[src/rtl/capture_ctrl.sv]
// capture_ctrl: sequencer for a circular multi-channel sample capture.
// Flow: start -> PRE (fill pretrigger region) -> ARM (wait for trigger)
//       -> POST (collect trig_pos samples) -> DONE (hold until done_clr).
// Kept samples (1 of every 2**dec_pwr valid strobes) write all RAMs
// selected by ch_mask at the shared address, which then advances with
// wrap-around.
// Handshake: inputs are single-cycle strobes with no ready; a kept sample
// is written in the same cycle it is presented (we/en are combinational).
// Optional feature: define CAPTURE_AUTOROLL_EN to let autoroll force the
// trigger while armed; otherwise autoroll is ignored.
module capture_ctrl #(
    parameter int ADDR_W = 9,
    parameter int NUM_CH = 3,
    parameter int DEC_W  = 4
) (
    input  logic              clk,
    input  logic              rst_n,
    input  logic              smpl_vld,
    input  logic [DEC_W-1:0]  dec_pwr,
    input  logic [ADDR_W-1:0] trig_pos,
    input  logic              trigger,
    input  logic              autoroll,
    input  logic              start,
    input  logic              abort,
    input  logic              done_clr,
    input  logic [NUM_CH-1:0] ch_mask,
    output logic [ADDR_W-1:0] addr,
    output logic [NUM_CH-1:0] we,
    output logic [NUM_CH-1:0] en,
    output logic              armed,
    output logic              capture_done,
    output logic [ADDR_W-1:0] trace_end,
    output logic [2:0]        dbg_state
);

    localparam int CNT_W = 2**DEC_W;
    localparam int DEPTH = 2**ADDR_W;
    localparam logic [CNT_W-1:0]  CNT_ONE = CNT_W'(1);
    localparam logic [ADDR_W:0]   DEPTH_V = (ADDR_W+1)'(DEPTH);
    localparam logic [ADDR_W:0]   SMP_ONE = (ADDR_W+1)'(1);

    typedef enum logic [2:0] {
        S_IDLE = 3'd0,
        S_PRE  = 3'd1,
        S_ARM  = 3'd2,
        S_POST = 3'd3,
        S_DONE = 3'd4
    } state_t;

    state_t            state;
    logic [CNT_W-1:0]  dec_cnt;
    logic [CNT_W-1:0]  dec_max;
    logic [ADDR_W:0]   smpl_cnt;
    logic [ADDR_W:0]   pre_target;
    logic [ADDR_W:0]   post_target;
    logic              active;
    logic              keep;
    logic              trig_eff;

    // Decimation terminal count and capture region sizes, taken live.
    assign dec_max     = (CNT_ONE << dec_pwr) - CNT_ONE;
    assign pre_target  = DEPTH_V - {1'b0, trig_pos};
    assign post_target = (trig_pos == '0) ? SMP_ONE : {1'b0, trig_pos};

    // A kept sample happens only while acquiring; abort suppresses it.
    assign active = (state == S_PRE) || (state == S_ARM) || (state == S_POST);
    assign keep   = active && smpl_vld && (dec_cnt == dec_max) && !abort;

    // RAM strobes follow the kept sample in the same cycle.
    assign we = keep ? ch_mask : '0;
    assign en = keep ? ch_mask : '0;

    assign dbg_state = state;

`ifdef CAPTURE_AUTOROLL_EN
    // Autoroll forces a trigger on every armed kept sample.
    assign trig_eff = trigger | autoroll;
`else
    // Autoroll has no effect in this build.
    logic unused_autoroll;
    assign unused_autoroll = autoroll;
    assign trig_eff = trigger;
`endif

    // Capture sequencer: state, counters, address and status flags.
    always_ff @(posedge clk or negedge rst_n) begin
        if (!rst_n) begin
            state        <= S_IDLE;
            dec_cnt      <= '0;
            smpl_cnt     <= '0;
            addr         <= '0;
            trace_end    <= '0;
            armed        <= 1'b0;
            capture_done <= 1'b0;
        end else if (abort) begin
            state        <= S_IDLE;
            armed        <= 1'b0;
            capture_done <= 1'b0;
        end else begin
            case (state)
                S_IDLE: begin
                    if (start) begin
                        state    <= S_PRE;
                        dec_cnt  <= '0;
                        smpl_cnt <= '0;
                    end
                end
                S_PRE, S_ARM, S_POST: begin
                    if (smpl_vld) begin
                        dec_cnt <= keep ? '0 : dec_cnt + CNT_ONE;
                    end
                    if (keep) begin
                        addr <= addr + 1'b1;
                        if (state == S_PRE) begin
                            // Trigger is not looked at while filling pretrigger.
                            if (smpl_cnt + SMP_ONE == pre_target) begin
                                state    <= S_ARM;
                                armed    <= 1'b1;
                                smpl_cnt <= '0;
                            end else begin
                                smpl_cnt <= smpl_cnt + SMP_ONE;
                            end
                        end else if (state == S_ARM) begin
                            // The triggering sample is post sample 1.
                            if (trig_eff) begin
                                armed <= 1'b0;
                                if (post_target == SMP_ONE) begin
                                    state        <= S_DONE;
                                    capture_done <= 1'b1;
                                    trace_end    <= addr;
                                end else begin
                                    state    <= S_POST;
                                    smpl_cnt <= SMP_ONE;
                                end
                            end
                        end else begin
                            if (smpl_cnt + SMP_ONE == post_target) begin
                                state        <= S_DONE;
                                capture_done <= 1'b1;
                                trace_end    <= addr;
                            end else begin
                                smpl_cnt <= smpl_cnt + SMP_ONE;
                            end
                        end
                    end
                end
                S_DONE: begin
                    if (done_clr) begin
                        state        <= S_IDLE;
                        capture_done <= 1'b0;
                    end
                end
                default: begin
                    state <= S_IDLE;
                end
            endcase
        end
    end

endmodule

[config.mk]
export PLATFORM = sky130hd
export DESIGN_NAME = capture_ctrl
export DESIGN_NICKNAME = d
export VERILOG_FILES = /design/src/rtl/capture_ctrl.sv
export SDC_FILE = /design/constraint.sdc
export NUM_CORES = 1
export LEC_CHECK = 0
export CORE_MARGIN = 2
export CORE_UTILIZATION = 35
export CTS_CLUSTER_DIAMETER = 80
export CTS_CLUSTER_SIZE = 10
export DETAILED_ROUTE_END_ITERATION = 10
export PLACE_DENSITY = 0.64
export SLEW_MARGIN = 20
export SYNTH_ARGS = -nofsm -noshare
export SYNTH_HDL_FRONTEND = slang
export SYNTH_SLANG_ARGS = --single-unit
[constraint.sdc]
create_clock -name clk -period 5 [get_ports clk]
set_clock_uncertainty 0.05 [all_clocks]
set_input_delay 1 -clock clk [delete_from_list [all_inputs] [get_ports clk]]
set_output_delay 1 -clock clk [all_outputs]
set_load 0.05 [all_outputs]
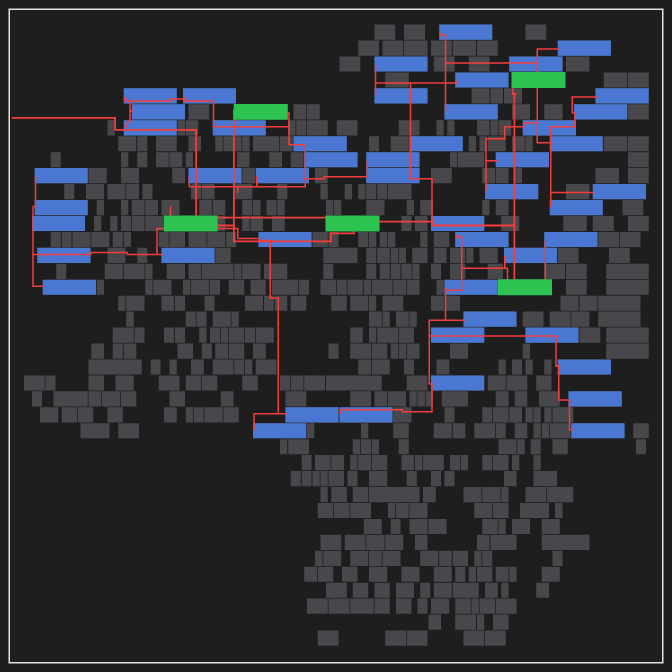
*Clock distribution, run 1*
[clock-net drivers] green | count: 5
[flip-flops] blue | count: 49
[clock wires] red | length: 688 um
routed clock nets: 6

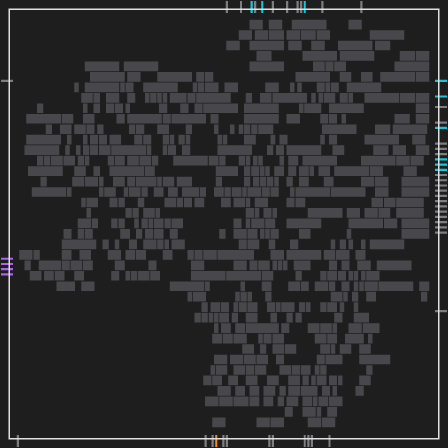
*Pin placement, run 1*
Pins as bars across the die edge, other pins in grey.
[smpl_vld] orange | pins: 1 | direction: input | edge: bottom
[trace_end] cyan | pins: 9 | direction: output | edge: 6 right, 3 top
[dec_pwr] purple | pins: 4 | direction: input | edge: left

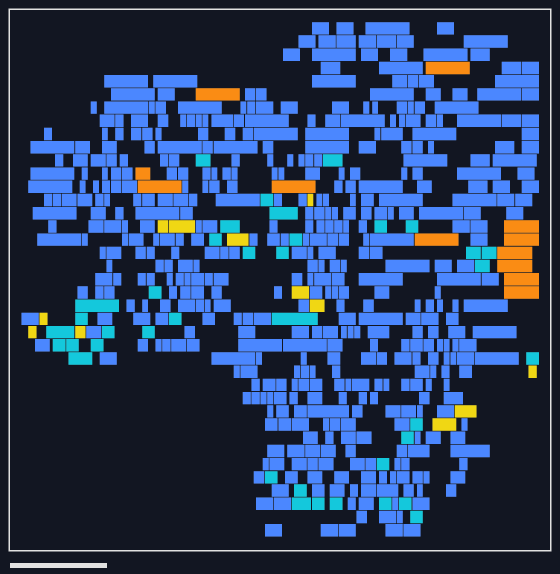
*Drive-strength map, run 1*
The bar under the picture is 20 um long.
[x6 and larger] orange | cells: 12
[x2] yellow | cells: 12
[x3 and x4] cyan | cells: 38
[x1 and smaller] blue | cells: 473

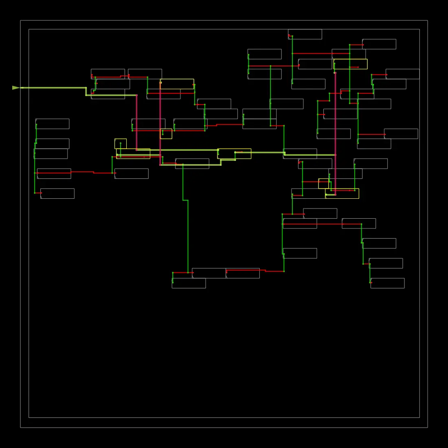
*Clock nets, run 1*
clk sink count: 49
Clock buffer cells: 5
Late-Pin Clk Latency: 300 ps

==> Slide: Implementation Results, run 1 <==
Key Metrics from the Run

Floorplan
  – Die Wd: around 110 um
  – IO Pins: between 50 and 60
  – Die extent in y: roughly 110 um
  – Fp util: 35.54%

Timing
  – Hold_ws: between 400 and 500 ps
  – Tmin final: around 4800 ps
  – FMAX: roughly 210 MHz
  – Slack of the critical path: 205.3 ps
  – Unrepaired setup endpoints after global routing: no
  – Hold Vio Cnt, Final: 0
  – Setup TNS: 0 ps

Power and ir drop
  – Comb power: approximately 0.52 mW
  – P_leak: 1.994 nW
  – Int Pwr: approximately 0.83 mW
  – Pwr top: registers
  – Clock group power: 0.350 mW
  – Power per cell area: around 280 nW/um^2
  – Reg power frac: 37.6%
  – Pwr Total: 1.390 mW
  – Switch Pwr: 0.5599 mW
  – Clock power share: 25.2%

Worst setup path
  – Crit Path Max Fanout: 4
  – Most frequent CP cell: nor3_4
  – CP Buf/Inv Count: 2
  – Startpoint Class: input port
  – Reg-to-reg slack, setup: 1380 ps
  – Crit path max-delay cell type: or4_4
  – Highest cell delay on the worst timing path: slightly above 500 ps
  – CP startpoint: dec_pwr[3]
  – Reg2reg end: trace_end[1]$_DFFE_PN0P_
  – CP endpoint: we[0]
  – Arr. time, crit path: 3740 ps

Global routing
  – Grt met2 use: between 20 and 30%
  – Initial antenna violation count: 0
  – Gr ovfl total: 0
  – Met3 usage: 3.390%
  – Total GRT Usage: 17.40%
  – Vias in the first global route: ~3700

Finish
  – Layout cells sized above 1: between 10 and 15%
  – Dominant logic cell type in the layout: dfrtp_1
  – Buffers, non-clock: approximately 76
  – Clock network area share: 2.997%
  – Logic share of the area: between 50% and 60%
  – NumNets Final: approximately 560
  – Inverters excl. clock: 26
  – Post-route cell area: about 5000 um^2
  – Register with the most flip-flops: dec_cnt
  – Post-route core utilization: 44.25%
  – Antenna Cells: 0
  – Flop Count: a little under 50
  – Register area: roughly 1200 um^2
  – Fill cells: 1111
  – Seq area share: 24.48%
  – Area-dominant class: logic gates
  – Area Overhead vs Synth: 24.50%

Synthesis
  – Synth Area in Adders: 1.866%
  – Synth mux share: slightly below 6%
  – Yosys aoi share: 19.56%
  – Ys async rst share: 100.0%
  – Synth Area per Inst: just over 8 um^2
  – Top FF cell, synth: dfrtp_1
  – Count leader, synth: dfrtp_1
  – Top logic family: simple AND/OR/NAND/NOR gates
  – Post-synthesis register bit count: 49
  – Floorplan Nets: a little over 500
  – Yosys Instances: 485
  – Post-synthesis cell type count: 71
  – XOR Share, Synth: about a tenth

Placement
  – Placement Setup Slack: -129.3 ps
  – # port buffers: 51
  – RD Place Congestion: about 0.9
  – DPL Wire Length: 7.898 mm

Clock network
  – Post-CTS Hold Buffers: 0
  – CTS tree: built
  – CTS root buffer: clkbuf_16
  – Max Buffers Root-to-Sink: 2
  – Cts repair resizes: 14

Drt
  – Met2 routed WL: 4.956 mm
  – Remaining DRCs: 0
  – Final wirelength: 10.55 mm
  – Vias post-DR: 3860
  – Met1 WL: 4.996 mm
  – Post-route ant nets: 0
  – First-pass DRT Iterations: 4

Run
  – Max cap viols: 0
  – Tool warnings: 27

Status
  – Status: finished, final reports clean

Hold path
  – Hold crit path type: reg2reg
  – Worst Hold End: trace_end[5]$_DFFE_PN0P_
## Run 2: what changed since run 1
==> constraint.sdc (replaced) <==
create_clock -name clk -period 5 [get_ports clk]
set_clock_uncertainty 0.05 [all_clocks]
set_input_delay 1 -clock clk [delete_from_list [all_inputs] [get_ports clk]]
set_output_delay 1 -clock clk [all_outputs]
set_load 0.01 [all_outputs]
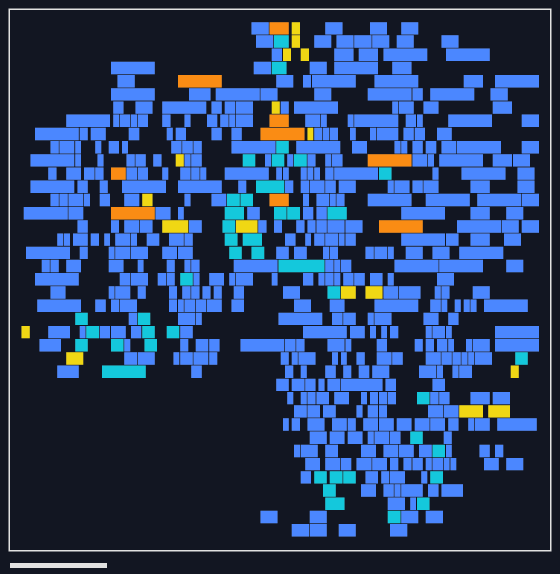
*Drive-strength map, run 2*
The bar under the picture is 20 um long.
[x2] yellow | cells: 17
[x1 and smaller] blue | cells: 477
[x3 and x4] cyan | cells: 43
[x6 and larger] orange | cells: 9

==> Slide: Implementation Results, run 2 <==
Key Metrics from the Run

Status
  – Status: finished, final reports clean (unchanged)

Hold path
  – Hold crit path type: reg2reg (unchanged)
  – Worst Hold End: addr[8]$_DFFE_PN0P_ (was trace_end[5]$_DFFE_PN0P_)

Finish
  – Inverters excl. clock: 26 (unchanged)
  – Clock buffer cells: 6 (was 5)
  – Register with the most flip-flops: dec_cnt (unchanged)
  – Seq area share: 24.48% (about the same)
  – Fill cells: 1100 (was 1111)
  – Dominant logic cell type in the layout: dfrtp_1 (unchanged)
  – Post-route cell area: 5009 um^2 (was 5010 um^2)
  – Post-route core utilization: 44.24% (was 44.25%)
  – NumNets Final: 575 (was 564)
  – Buffers, non-clock: 87 (was 76)
  – Logic share of the area: 51.94% (was 52.20%)
  – Area Overhead vs Synth: 24.47% (was 24.50%)
  – Area-dominant class: logic gates (unchanged)
  – Flop Count: 49 (unchanged)
  – Antenna Cells: 0 (unchanged)
  – Register area: 1226 um^2 (unchanged)
  – Layout cells sized above 1: 12.64% (was 11.59%)

Floorplan
  – Die Wd: 111.2 um (unchanged)
  – Die extent in y: 111.2 um (unchanged)
  – IO Pins: 53 (unchanged)

Drt
  – Top layer in use: met4 (unchanged)
  – Vias post-DR: 3858 (was 3860)
  – First-pass DRT Iterations: 5 (was 4)
  – Post-route ant nets: 0 (unchanged)
  – Met1 WL: 4.781 mm (was 4.996 mm)
  – Final wirelength: 10.49 mm (was 10.55 mm)
  – Met2 routed WL: 5.247 mm (was 4.956 mm)
  – Remaining DRCs: 0 (unchanged)

Placement
  – RD Place Congestion: 0.8527 (was 0.9187)
  – # port buffers: 51 (unchanged)
  – DPL Wire Length: 7.896 mm (was 7.898 mm)

Synthesis
  – Synth mux share: 5.846% (unchanged)
  – Yosys Instances: 485 (unchanged)
  – Top logic family: simple AND/OR/NAND/NOR gates (unchanged)
  – Synth Area in Adders: 1.866% (unchanged)
  – XOR Share, Synth: 10.29% (unchanged)
  – Top FF cell, synth: dfrtp_1 (unchanged)
  – Count leader, synth: dfrtp_1 (unchanged)
  – Synth Area per Inst: 8.297 um^2 (unchanged)
  – Post-synthesis cell type count: 71 (unchanged)
  – Ys async rst share: 100.0% (unchanged)
  – Floorplan Nets: 515 (unchanged)

Timing
  – Unrepaired setup endpoints after global routing: no (unchanged)
  – FMAX: 206.3 MHz (was 208.6 MHz)
  – Tmin final: 4847 ps (was 4795 ps)
  – Slew Limit Headroom: 50.73% (was 47.42%)
  – Setup TNS: 0 ps (unchanged)
  – Hold_ws: 441.0 ps (was 442.4 ps)

Power and ir drop
  – P_leak: 2.054 nW (was 1.994 nW)
  – Pwr top: registers (unchanged)
  – Comb power: 0.516 mW (was 0.517 mW)
  – Reg power frac: 37.8% (was 37.6%)
  – Switch Pwr: 0.5414 mW (was 0.5599 mW)
  – Power per cell area: 275.2 nW/um^2 (was 277.5 nW/um^2)

Worst setup path
  – CP startpoint: dec_pwr[3] (unchanged)
  – Reg2reg end: trace_end[8]$_DFFE_PN0P_ (was trace_end[1]$_DFFE_PN0P_)
  – CP endpoint: en[1] (was we[0])
  – Reg-to-reg slack, setup: 1420 ps (was 1380 ps)
  – Arr. time, crit path: 3800 ps (was 3740 ps)
  – Crit Path Max Fanout: 2 (was 4)
  – CP Buf/Inv Count: 3 (was 2)

Clock network
  – CTS tree: built (unchanged)
  – Clk sink count: 49 (unchanged)
  – Max Buffers Root-to-Sink: 2 (unchanged)
  – CTS root buffer: clkbuf_16 (unchanged)
  – Post-CTS Hold Buffers: 0 (unchanged)
  – Cts repair resizes: 28 (was 14)

Global routing
  – Grt met2 use: 29.39% (was 28.50%)
  – Initial antenna violation count: 0 (unchanged)
  – Met3 usage: 3.007% (was 3.390%)
  – Vias in the first global route: 3709 (was 3742)
  – Total GRT Usage: 17.07% (was 17.40%)

Run
  – Max cap viols: 0 (unchanged)
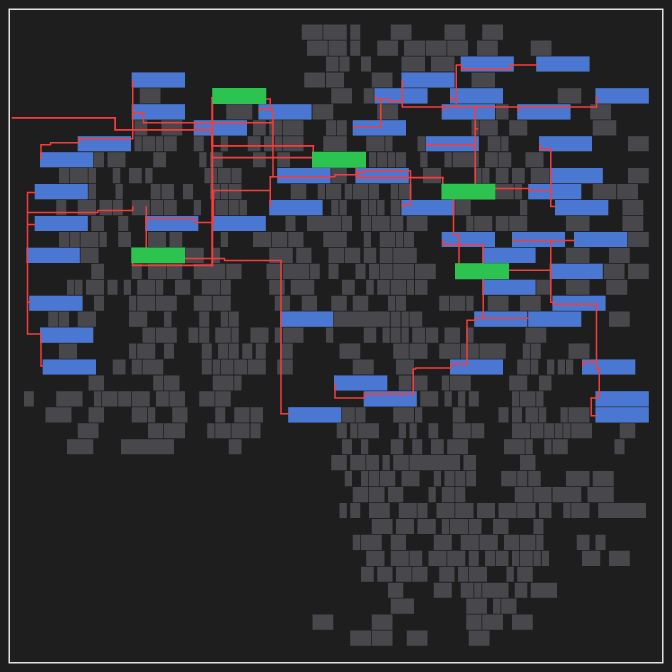
*Clock distribution, run 2*
[clock wires] red | length: 676 um
[clock-net drivers] green | count: 5
[flip-flops] blue | count: 49
routed clock nets: 6
Late-Pin Clk Latency: 290 ps
clock group power: 0.341 mW
clock power share: 24.8%

Power is estimated from default activity; no workload was simulated.
